$ cat src/rtl/counter_rr_sched.sv
// counter_rr_sched: round-robin scheduler that shares one increment path among
// NUM_REQ requesters. Each requester owns a CNT_WIDTH counter. At most one
// requester is granted at a time, and only the granted counter advances. A grant
// lasts at most BURST_LEN increments before arbitration runs again.
//
// Optional build macro COUNTER_SCHED_SAT_EN: when it is defined, the counters
// saturate at all-ones and wrap_o stays 0. When it is undefined, the counters
// wrap modulo 2^CNT_WIDTH and raise a one-cycle wrap pulse.
module counter_rr_sched #(
    parameter int NUM_REQ   = 4,
    parameter int CNT_WIDTH = 4,
    parameter int BURST_LEN = 4
) (
    input  logic                           clk_i,
    input  logic                           reset_i,
    input  logic                           enable_i,
    input  logic [NUM_REQ-1:0]             req_i,
    input  logic [NUM_REQ-1:0]             clr_i,
    output logic [NUM_REQ-1:0]             gnt_o,
    output logic [((NUM_REQ > 1) ? $clog2(NUM_REQ) : 1)-1:0] gnt_id_o,
    output logic                           busy_o,
    output logic [NUM_REQ*CNT_WIDTH-1:0]   counts_o,
    output logic [NUM_REQ-1:0]             wrap_o
);

    localparam int IDW = (NUM_REQ > 1) ? $clog2(NUM_REQ) : 1;
    localparam int BW  = $clog2(BURST_LEN + 1);

    typedef enum logic {
        S_IDLE = 1'b0,
        S_BUSY = 1'b1
    } state_t;

    state_t             state_q;
    logic [NUM_REQ-1:0] gnt_q;
    logic [IDW-1:0]     cur_q;
    logic [IDW-1:0]     ptr_q;
    logic [BW-1:0]      burst_q;

    logic [IDW-1:0]     cur_inc_d;
    logic [IDW-1:0]     arb_base_d;
    logic [IDW:0]       pick_d;
    logic               pick_found_d;
    logic [IDW-1:0]     pick_idx_d;
    logic               cur_req_d;
    logic               inc_fire_d;
    logic               burst_done_d;

    // Return the first asserted request at or after base, wrapping past the top
    // index. The MSB of the result flags whether any request was found. The scan
    // runs from the farthest offset back toward base, so the nearest hit is the
    // last one written and therefore wins.
    function automatic logic [IDW:0] rr_pick(input logic [IDW-1:0]     base,
                                             input logic [NUM_REQ-1:0] r);
        logic [IDW:0] res;
        int           idx;
        res = '0;
        for (int k = NUM_REQ - 1; k >= 0; k--) begin
            idx = int'(base) + k;
            if (idx >= NUM_REQ) begin
                idx = idx - NUM_REQ;
            end
            if (r[IDW'(idx)]) begin
                res = {1'b1, IDW'(idx)};
            end
        end
        return res;
    endfunction

    // Convert a requester index into a one-hot grant vector.
    function automatic logic [NUM_REQ-1:0] to_onehot(input logic [IDW-1:0] idx);
        return NUM_REQ'(1) << idx;
    endfunction

    // Compute the arbitration inputs. While BUSY, the next grant is searched
    // starting one past the current owner; while IDLE, it starts at the pointer.
    always_comb begin
        cur_inc_d    = (cur_q == IDW'(NUM_REQ - 1)) ? '0 : cur_q + IDW'(1);
        arb_base_d   = (state_q == S_BUSY) ? cur_inc_d : ptr_q;
        pick_d       = rr_pick(arb_base_d, req_i);
        pick_found_d = pick_d[IDW];
        pick_idx_d   = pick_d[IDW-1:0];
        cur_req_d    = req_i[cur_q];
        inc_fire_d   = enable_i && (state_q == S_BUSY) && cur_req_d;
        burst_done_d = inc_fire_d && (burst_q == BW'(BURST_LEN - 1));
    end

    // Grant FSM. It holds the owner, the grant vector, the rotation pointer and
    // the burst count. A grant ends when the owner drops its request or when its
    // burst is used up. In both cases the next owner is chosen on the same edge.
    always_ff @(posedge clk_i or posedge reset_i) begin
        if (reset_i) begin
            state_q <= S_IDLE;
            gnt_q   <= '0;
            cur_q   <= '0;
            ptr_q   <= '0;
            burst_q <= '0;
        end else if (enable_i) begin
            case (state_q)
                S_IDLE: begin
                    if (pick_found_d) begin
                        state_q <= S_BUSY;
                        cur_q   <= pick_idx_d;
                        gnt_q   <= to_onehot(pick_idx_d);
                        burst_q <= '0;
                    end
                end
                S_BUSY: begin
                    if (cur_req_d && !burst_done_d) begin
                        burst_q <= burst_q + BW'(1);
                    end else begin
                        ptr_q   <= cur_inc_d;
                        burst_q <= '0;
                        if (pick_found_d) begin
                            cur_q <= pick_idx_d;
                            gnt_q <= to_onehot(pick_idx_d);
                        end else begin
                            state_q <= S_IDLE;
                            gnt_q   <= '0;
                        end
                    end
                end
                default: begin
                    state_q <= S_IDLE;
                    gnt_q   <= '0;
                end
            endcase
        end
    end

    assign gnt_o    = gnt_q;
    assign gnt_id_o = cur_q;
    assign busy_o   = (state_q == S_BUSY);

    // Counter bank: one register and one wrap flag per requester.
    generate
        for (genvar gi = 0; gi < NUM_REQ; gi++) begin : g_cnt
            logic [CNT_WIDTH-1:0] cnt_q;
            logic                 wrap_q;
            logic                 inc_here;

            assign inc_here = inc_fire_d && (cur_q == IDW'(gi));

            // A clear beats a same-edge increment. The clear acts even while the
            // scheduler is disabled. The wrap flag lasts exactly one cycle.
            always_ff @(posedge clk_i or posedge reset_i) begin
                if (reset_i) begin
                    cnt_q  <= '0;
                    wrap_q <= 1'b0;
                end else begin
                    wrap_q <= 1'b0;
                    if (clr_i[gi]) begin
                        cnt_q <= '0;
                    end else if (inc_here) begin
`ifdef COUNTER_SCHED_SAT_EN
                        if (cnt_q != '1) begin
                            cnt_q <= cnt_q + CNT_WIDTH'(1);
                        end
`else
                        cnt_q  <= cnt_q + CNT_WIDTH'(1);
                        wrap_q <= (cnt_q == '1);
`endif
                    end
                end
            end

            assign counts_o[gi*CNT_WIDTH +: CNT_WIDTH] = cnt_q;
            assign wrap_o[gi]                          = wrap_q;
        end
    endgenerate

    // The grant vector must never have more than one bit set.
    gnt_onehot_a: assert property (@(posedge clk_i) disable iff (reset_i) $onehot0(gnt_q));

endmodule

$ cat config.mk
export PLATFORM = sky130hd
export DESIGN_NAME = counter_rr_sched
export DESIGN_NICKNAME = d
export VERILOG_FILES = /design/src/rtl/counter_rr_sched.sv
export SDC_FILE = /design/constraint.sdc
export NUM_CORES = 1
export LEC_CHECK = 0
export ABC_AREA = 1
export CAP_MARGIN = 0
export CORE_MARGIN = 3
export CORE_UTILIZATION = 56
export DETAILED_ROUTE_END_ITERATION = 6
export PLACE_DENSITY = 0.83
export SETUP_SLACK_MARGIN = 0.05
export SLEW_MARGIN = 0
export SYNTH_ARGS = -nofsm -noshare
export SYNTH_HDL_FRONTEND = slang
export SYNTH_SLANG_ARGS = --single-unit
$ cat constraint.sdc
create_clock -name clk_i -period 6.2 [get_ports clk_i]
set_clock_uncertainty 0.2 [all_clocks]
set_input_delay 0.93 -clock clk_i [delete_from_list [all_inputs] [get_ports clk_i]]
set_output_delay 0.93 -clock clk_i [all_outputs]
set_load 0.05 [all_outputs]
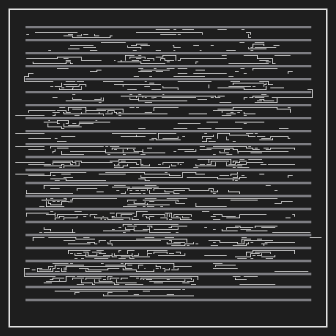
Run 1: signal wires on met1
Supply wires on this layer in gray.
nets with wire on the layer	288
wire length on this layer	1860 um
main direction	horizontal
longest straight run	23.0 um

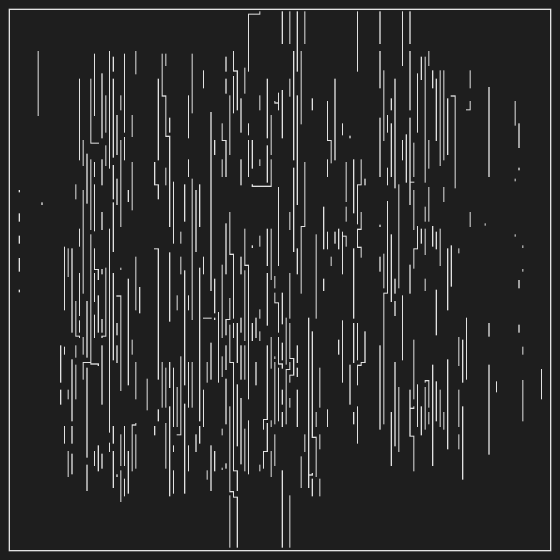
Run 1: signal wires on met2
nets with wire on the layer	263
longest straight run	24.8 um
wire length on this layer	1920 um

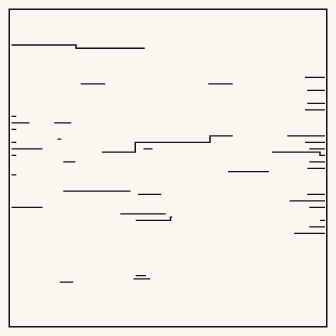
Run 1: met3 routing
share of all routed wire	5.3%
longest straight run	15.6 um

==> results.txt, run 1 <==
Results of an implementation run.

The flow ran to the end, and the final reports show no timing, DRC or antenna violations. The depth of the CTS H-tree is 2. Per the final report, max-transition violations number 0. In this run, the clock network consumes 11.1% of the power.

The number of iterations in the first detailed-routing pass is 4. Per the post-synthesis report, the number of cells in the design is 275. In this run the static leakage power is 1.253 nW.

The initial antenna violation count was 0. OpenROAD emitted warnings numbering 29. The async set-reset flop share out of synthesis is 100.0%. The source of the worst register-to-register timing path is gnt_id_o[0]. Sorting the synthesis cell report by count puts at the top nand2_1. The die boundary height is 66.13 um. Static timing analysis puts the maximum clock frequency at 349.7 MHz. Per Yosys stat, the portion of area used by sequential elements is 39.56%. The synthesis stat section lists a flop and latch total of 32. TritonCTS built the clock tree. The number of gates resized after cts is 0. The synthesized design spends more area on one cell type than any other, namely dfrtp_1. The run reported a max-capacitance violation count of 0. The detailed placer reported the number of placed instances as 352. The detail-routed via count per cell is 5.131.

The final number of setup-violating endpoints is 0. The detailed router's first-iteration violation count is 95. Looking at the clock tree report, the root buffer type is clkbuf_4. In the setup report, the worst path falls into the class flop to primary output. The cell count of the worst hold path is 2. Warnings reported by Yosys during synthesis add up to 0.

The number of synthesized flops with an enable pin is 0. Global routing used 20.68% of the available tracks across all layers. The internal power component is 0.0005155 W. Setup repair after global routing left no endpoint under its margin. The total placed instance area is 0.002400 mm2.

The clock input transition at the sequential cells of the worst setup and hold paths is 0.09 ns. The tree built by TritonCTS fans out to 32 sinks. The portion of synthesized cell area occupied by the leading cell type is 39.56%. After detailed routing, the total wire length is 4.075 mm. The number of clock buffers added by TritonCTS is 5. In this run the critical path is formed by clkdlybuf4s50_1. The post-route netlist has 9.554% of its cells at a drive strength greater than 1. Per the detail_route report, routed wire per instance is 11.32 um. The area reported by Yosys stat is 0.002024 mm2.

The power report attributes to the sequential group a share of 25.6%. Entering global routing, the biggest net connects 33 pins. The required time at the worst endpoint is listed as 5.07 ns. The final layout net count is 334. The switching power is 0.0005953 W. The actual transition at the worst max-transition pin is 0.4987 ns. The total DRC errors in the routed layout is 0. From left edge to right edge, the die measures 66.13 um.
run 1: sequential cells by signal, indices dropped and copies added, names as in the netlist:
signal / count
burst_q: 3
g_cnt.cnt_q: 16
ptr_q: 2
g_cnt.wrap_q: 4
busy_o: 1
gnt_o: 4
gnt_id_o: 2
run 1: stage by stage:
stage | hold slack (ns) | power [W] | setup slack (ns)
6_report | 0.3215 | 0.001111 | 3.341
5_1_grt | 0.3418 | 0.001218 | 3.283
4_1_cts | 0.3219 | 0.001113 | 3.338
3_5_place_dp | 0.2972 | 0.0009872 | 3.334
3_3_place_gp | 0.2968 | 0.0009766 | 3.360
2_1_floorplan | 0.2727 | 0.0008486 | 3.733
run 1: logic make-up after synthesis:
kind of cell	count (synthesis)	synth area share, %
DFF	32	39.56
buffers and inverters	45	10.01
xor gates and xnor gates	3	1.298
AOI/OAI and AO/OA	24	6.242
adders and majority gates	10	6.180
and+or+nand+nor	161	36.71
run 1: worst min-delay path by stage:
| stage | slack, ns | to | start |
|---|---|---|---|
| final | 0.32 | burst_q[1] | burst_q[1] |
| after global routing | 0.34 | burst_q[1] | burst_q[1] |
| after CTS | 0.32 | burst_q[1] | burst_q[1] |
| after detailed placement | 0.30 | gnt_o[0] | gnt_o[0] |
| after global placement | 0.30 | burst_q[1] | burst_q[1] |
| after floorplan | 0.27 | burst_q[1] | burst_q[1] |
run 1: area by class of cell:
class                   count  area, um2
repair buffers             38      377.9
fillers                   294      954.7
flip-flops and latches     32      800.8
inverters                  38      142.6
multi-input cells         198       1021
well taps                  46      57.56
clock inverters             2      10.01
clock buffers               6      51.30
run 1: cells in the final DEF (no fill, tap or decap):
| cell | instances |
|---|---|
| a21oi_1 | 9 |
| and3_1 | 4 |
| buf_4 | 1 |
| clkbuf_4 | 5 |
| clkbuf_8 | 1 |
| clkdlybuf4s50_1 | 37 |
| clkinv_2 | 2 |
| dfrtp_1 | 32 |
| ha_1 | 10 |
| inv_1 | 36 |
| inv_2 | 2 |
| nand2_1 | 70 |
| nand2_2 | 13 |
| nand2_4 | 1 |
| nand3_1 | 42 |
| nand3_2 | 1 |
| nand4_1 | 1 |
| nor2_1 | 16 |
| nor2_2 | 2 |
| nor2_4 | 1 |
| nor3_1 | 9 |
| nor3b_1 | 1 |
| o21ai_0 | 11 |
| o21ai_1 | 3 |
| o21bai_2 | 1 |
| xor2_1 | 3 |
run 1: power by group through the flow:
stage               clock network (W)  logic, W  registers, W
floorplan                           0  0.000496      0.000352
global placement                    0  0.000691      0.000286
detailed placement                  0  0.000701      0.000286
CTS                          0.000126  0.000703      0.000284
global route                 0.000133  0.000795      0.000290
finish                       0.000123  0.000703      0.000284
run 1: per-layer routing:
layer | GRT usage (%) | routed length (um) | vias to the layer above
met5 | 0 | 0 | -
met4 | 7.868 | 76 | 0
met3 | 4.422 | 217 | 8
met2 | 34.32 | 1918 | 52
met1 | 26.22 | 1864 | 828
li1 | - | - | 959
Run 1, the clock network:
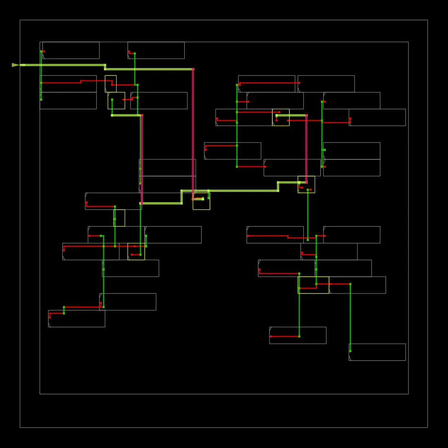

==> inputs of run 2 (changes only) <==
--- a/config.mk
+++ b/config.mk
@@ -8,9 +8,9 @@
 export ABC_AREA = 1
 export CAP_MARGIN = 0
 export CORE_MARGIN = 3
-export CORE_UTILIZATION = 56
+export CORE_UTILIZATION = 47
 export DETAILED_ROUTE_END_ITERATION = 6
-export PLACE_DENSITY = 0.83
+export PLACE_DENSITY = 0.74
 export SETUP_SLACK_MARGIN = 0.05
 export SLEW_MARGIN = 0
 export SYNTH_ARGS = -nofsm -noshare
==> constraint.sdc (replaced) <==
create_clock -name clk_i -period 2.3 [get_ports clk_i]
set_clock_uncertainty 0.2 [all_clocks]
set_input_delay 0.345 -clock clk_i [delete_from_list [all_inputs] [get_ports clk_i]]
set_output_delay 0.345 -clock clk_i [all_outputs]
set_load 0.05 [all_outputs]
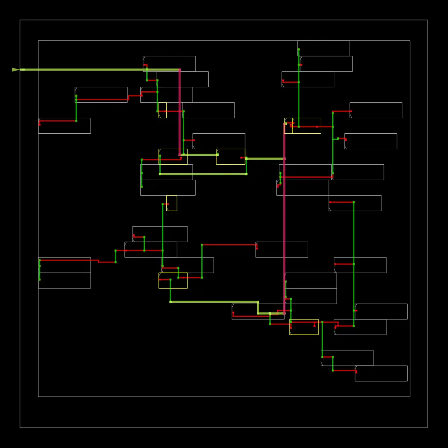
Run 2: the clock network
number of buffers created by CTS: 5
insertion delay to the later sink of the worst-skew pair: 0.28 ns
clock group total power: 0.000413 W
CLK BUF: 7
number of sinks on the clock net: 32

==> run 2 against run 1 <==
Combinational power increased to 3.2 times the previous value. Synthesized cell count unchanged. Sequential power increased to 2.7 times the previous value. Via count increased by 3.6%. Critical path type unchanged. Largest cell class unchanged.
==> results.txt, run 2 <==
Results of an implementation run.

The first global-routing pass estimated 7.590 mm of wire. The synthesis report lists the most area-consuming cells as dfrtp_1, nand2_1, nand3_1, inv_1, ha_1. The average wire per cell in the routed design is 11.85 um (+4.7%). The total routed wirelength is 4.479 mm (+9.9%). The portion of synthesized cell area occupied by the leading cell type is 39.56% (unchanged). Buffers inserted to repair hold after CTS numbered 0. The worst reg2reg path endpoint is burst_q[0]. The depth of the CTS H-tree was 2 (unchanged). The area reported by Yosys stat is 0.002024 mm2 (unchanged).

The flip-flop and latch count after synthesis is 32 (unchanged). The arrival time of data at the critical path endpoint is 1.65 ns. The most common cell after layout, fill and taps aside is nand2_1. The final number of setup-violating endpoints was 0 (unchanged). The post-layout instance count excluding filler cells is 378. In the layout the commonest cells are nand2_1, nand3_1, inv_1, clkdlybuf4s50_1, dfrtp_1. The timing report gives the biggest stage delay along the critical path as 0.81 ns. The clock input transition at the sequential cells of the worst setup and hold paths was 0.06 ns (-0.03 ns). The Yosys warning count is 0 (unchanged). The max-cap violation count is 0 (unchanged).

Counting cells, the worst reg-to-reg path comes to 13. The biggest area consumer among synthesized cells is dfrtp_1. The cell leakage power is 1.351 nW (+7.8%). The top register by number of flip-flops is g_cnt.cnt_q. The async set-reset flop share out of synthesis was 100.0% (unchanged). The pin count of the biggest net entering global routing is 33 (unchanged). The register share after synthesis is 39.56% (unchanged).

Walking the worst path, the cells encountered are buf_4 > clkdlybuf4s50_1. The critical path data required time is 1.75 ns (-3.32 ns). The class of the most critical setup path is flop to primary output. The TritonCTS clock tree is built. The overall fraction of global-route tracks in use was 18.67% (-2.0 points). The most instantiated library cell after synthesis is nand2_1.

Post-route period utilization is reported as 95.37%. The max-slew violation count is 0 (unchanged). Setup repair after global routing could not meet its margin everywhere. The flow ran to the end, and the final reports show no timing, DRC or antenna violations. The detailed router's first-iteration violation count is 77 (-19%). The OpenROAD warning count was 30 (+3.4%). The kind of end point of the critical path is a primary output. The flip-flop count of the largest register after layout is 16 (unchanged). Based on the critical path, the design can be clocked at up to 455.9 MHz.

The multi-input logic area is 0.001074 mm2 (+5.1%). The actual transition at the worst max-transition pin is 0.5043 ns (+0.005555 ns). The horizontal die dimension is 71.63 um (+8.3%).

The final layout net count is 348 (+4.2%). The initial antenna violation count came to 0 (unchanged). The synthesized instance count was 275 (unchanged).

The cell count after placement is 367 (+4.3%). The number of synthesized flops with an enable pin was 0 (unchanged). The register area is 803.3 um2 (+0.31%). The share of final-layout standard cells stronger than drive strength 1 is 15.85% (+6.3 points). The master cell of the clock root buffer is clkbuf_8.
-- run 2: final cells by class --
class,count,area share [%]
Multi-Input combinational cell,198,40.41
Sequential cell,32,30.24
Clock inverter,1,0.1884
Clock buffer,7,2.873
Timing Repair Buffer,52,18.56
Inverter,38,5.370
Tap cell,50,2.355
-- run 2: layer usage --
layer | GRT usage, % | vias up | wire length (um)
met5 | 0 | - | 0
met4 | 5.010 | 0 | 78
met3 | 4.769 | 9 | 274
met2 | 29.49 | 61 | 2038
met1 | 25.58 | 863 | 2087
li1 | - | 981 | -
-- run 2: worst reg2reg max path, delay by kind of cell, from the launching register on --
kind | cells | cell delay [ns]
DFF | 1 | 0.55
and+or+nand+nor | 12 | 1.10
buffers and inverters | 1 | 0.15
-- run 2: repair_timing --
item / in CTS / in global routing
pin swaps: 0 / 7
buffers inserted: 0 / 3
gates resized: 1 / 16
setup endpoints to repair: 1 / 10
-- run 2: report_power, final --
part           total, W  internal [W]  switching [W]
Sequential     0.000757      0.000660      0.0000971
Clock          0.000413      0.000212       0.000201
Combinational   0.00227      0.000806        0.00146
Total           0.00344       0.00168        0.00176
-- run 2: worst max-delay path by stage --
stage | start | end | slack (ns)
after global routing | busy_o | burst_q[0] | 0.02
after global placement | req_i[0] | g_cnt[1].cnt_q[3] | 0.02
after detailed placement | req_i[0] | g_cnt[1].cnt_q[3] | -0.009
after CTS | gnt_id_o[0] | burst_q[0] | 0.07
after floorplan | gnt_id_o[0] | gnt_o[0] | 0.08
final | gnt_id_o[0] | gnt_id_o[0] | 0.11
-- run 2: cells by family after synthesis --
group	Yosys count	synth area share [%]
and+or+nand+nor	161	36.71
buffers and inverters	45	10.01
DFF	32	39.56
AOI/OAI and AO/OA	24	6.242
adders and majority gates	10	6.180
xor gates and xnor gates	3	1.298
-- run 2: through the flow --
step | cell area [um2] | hold WS, ns | setup WS, ns
floorplan | 2029 | 0.2081 | 0.08110
global placement | 2492 | 0.2937 | 0.02367
detailed placement | 2492 | 0.2976 | -0.008535
CTS | 2579 | 0.2609 | 0.07003
global route | 2656 | 0.3232 | 0.01543
finish | 2656 | 0.2456 | 0.1066
No activity file was given, so power comes from the tool's default toggle rates.
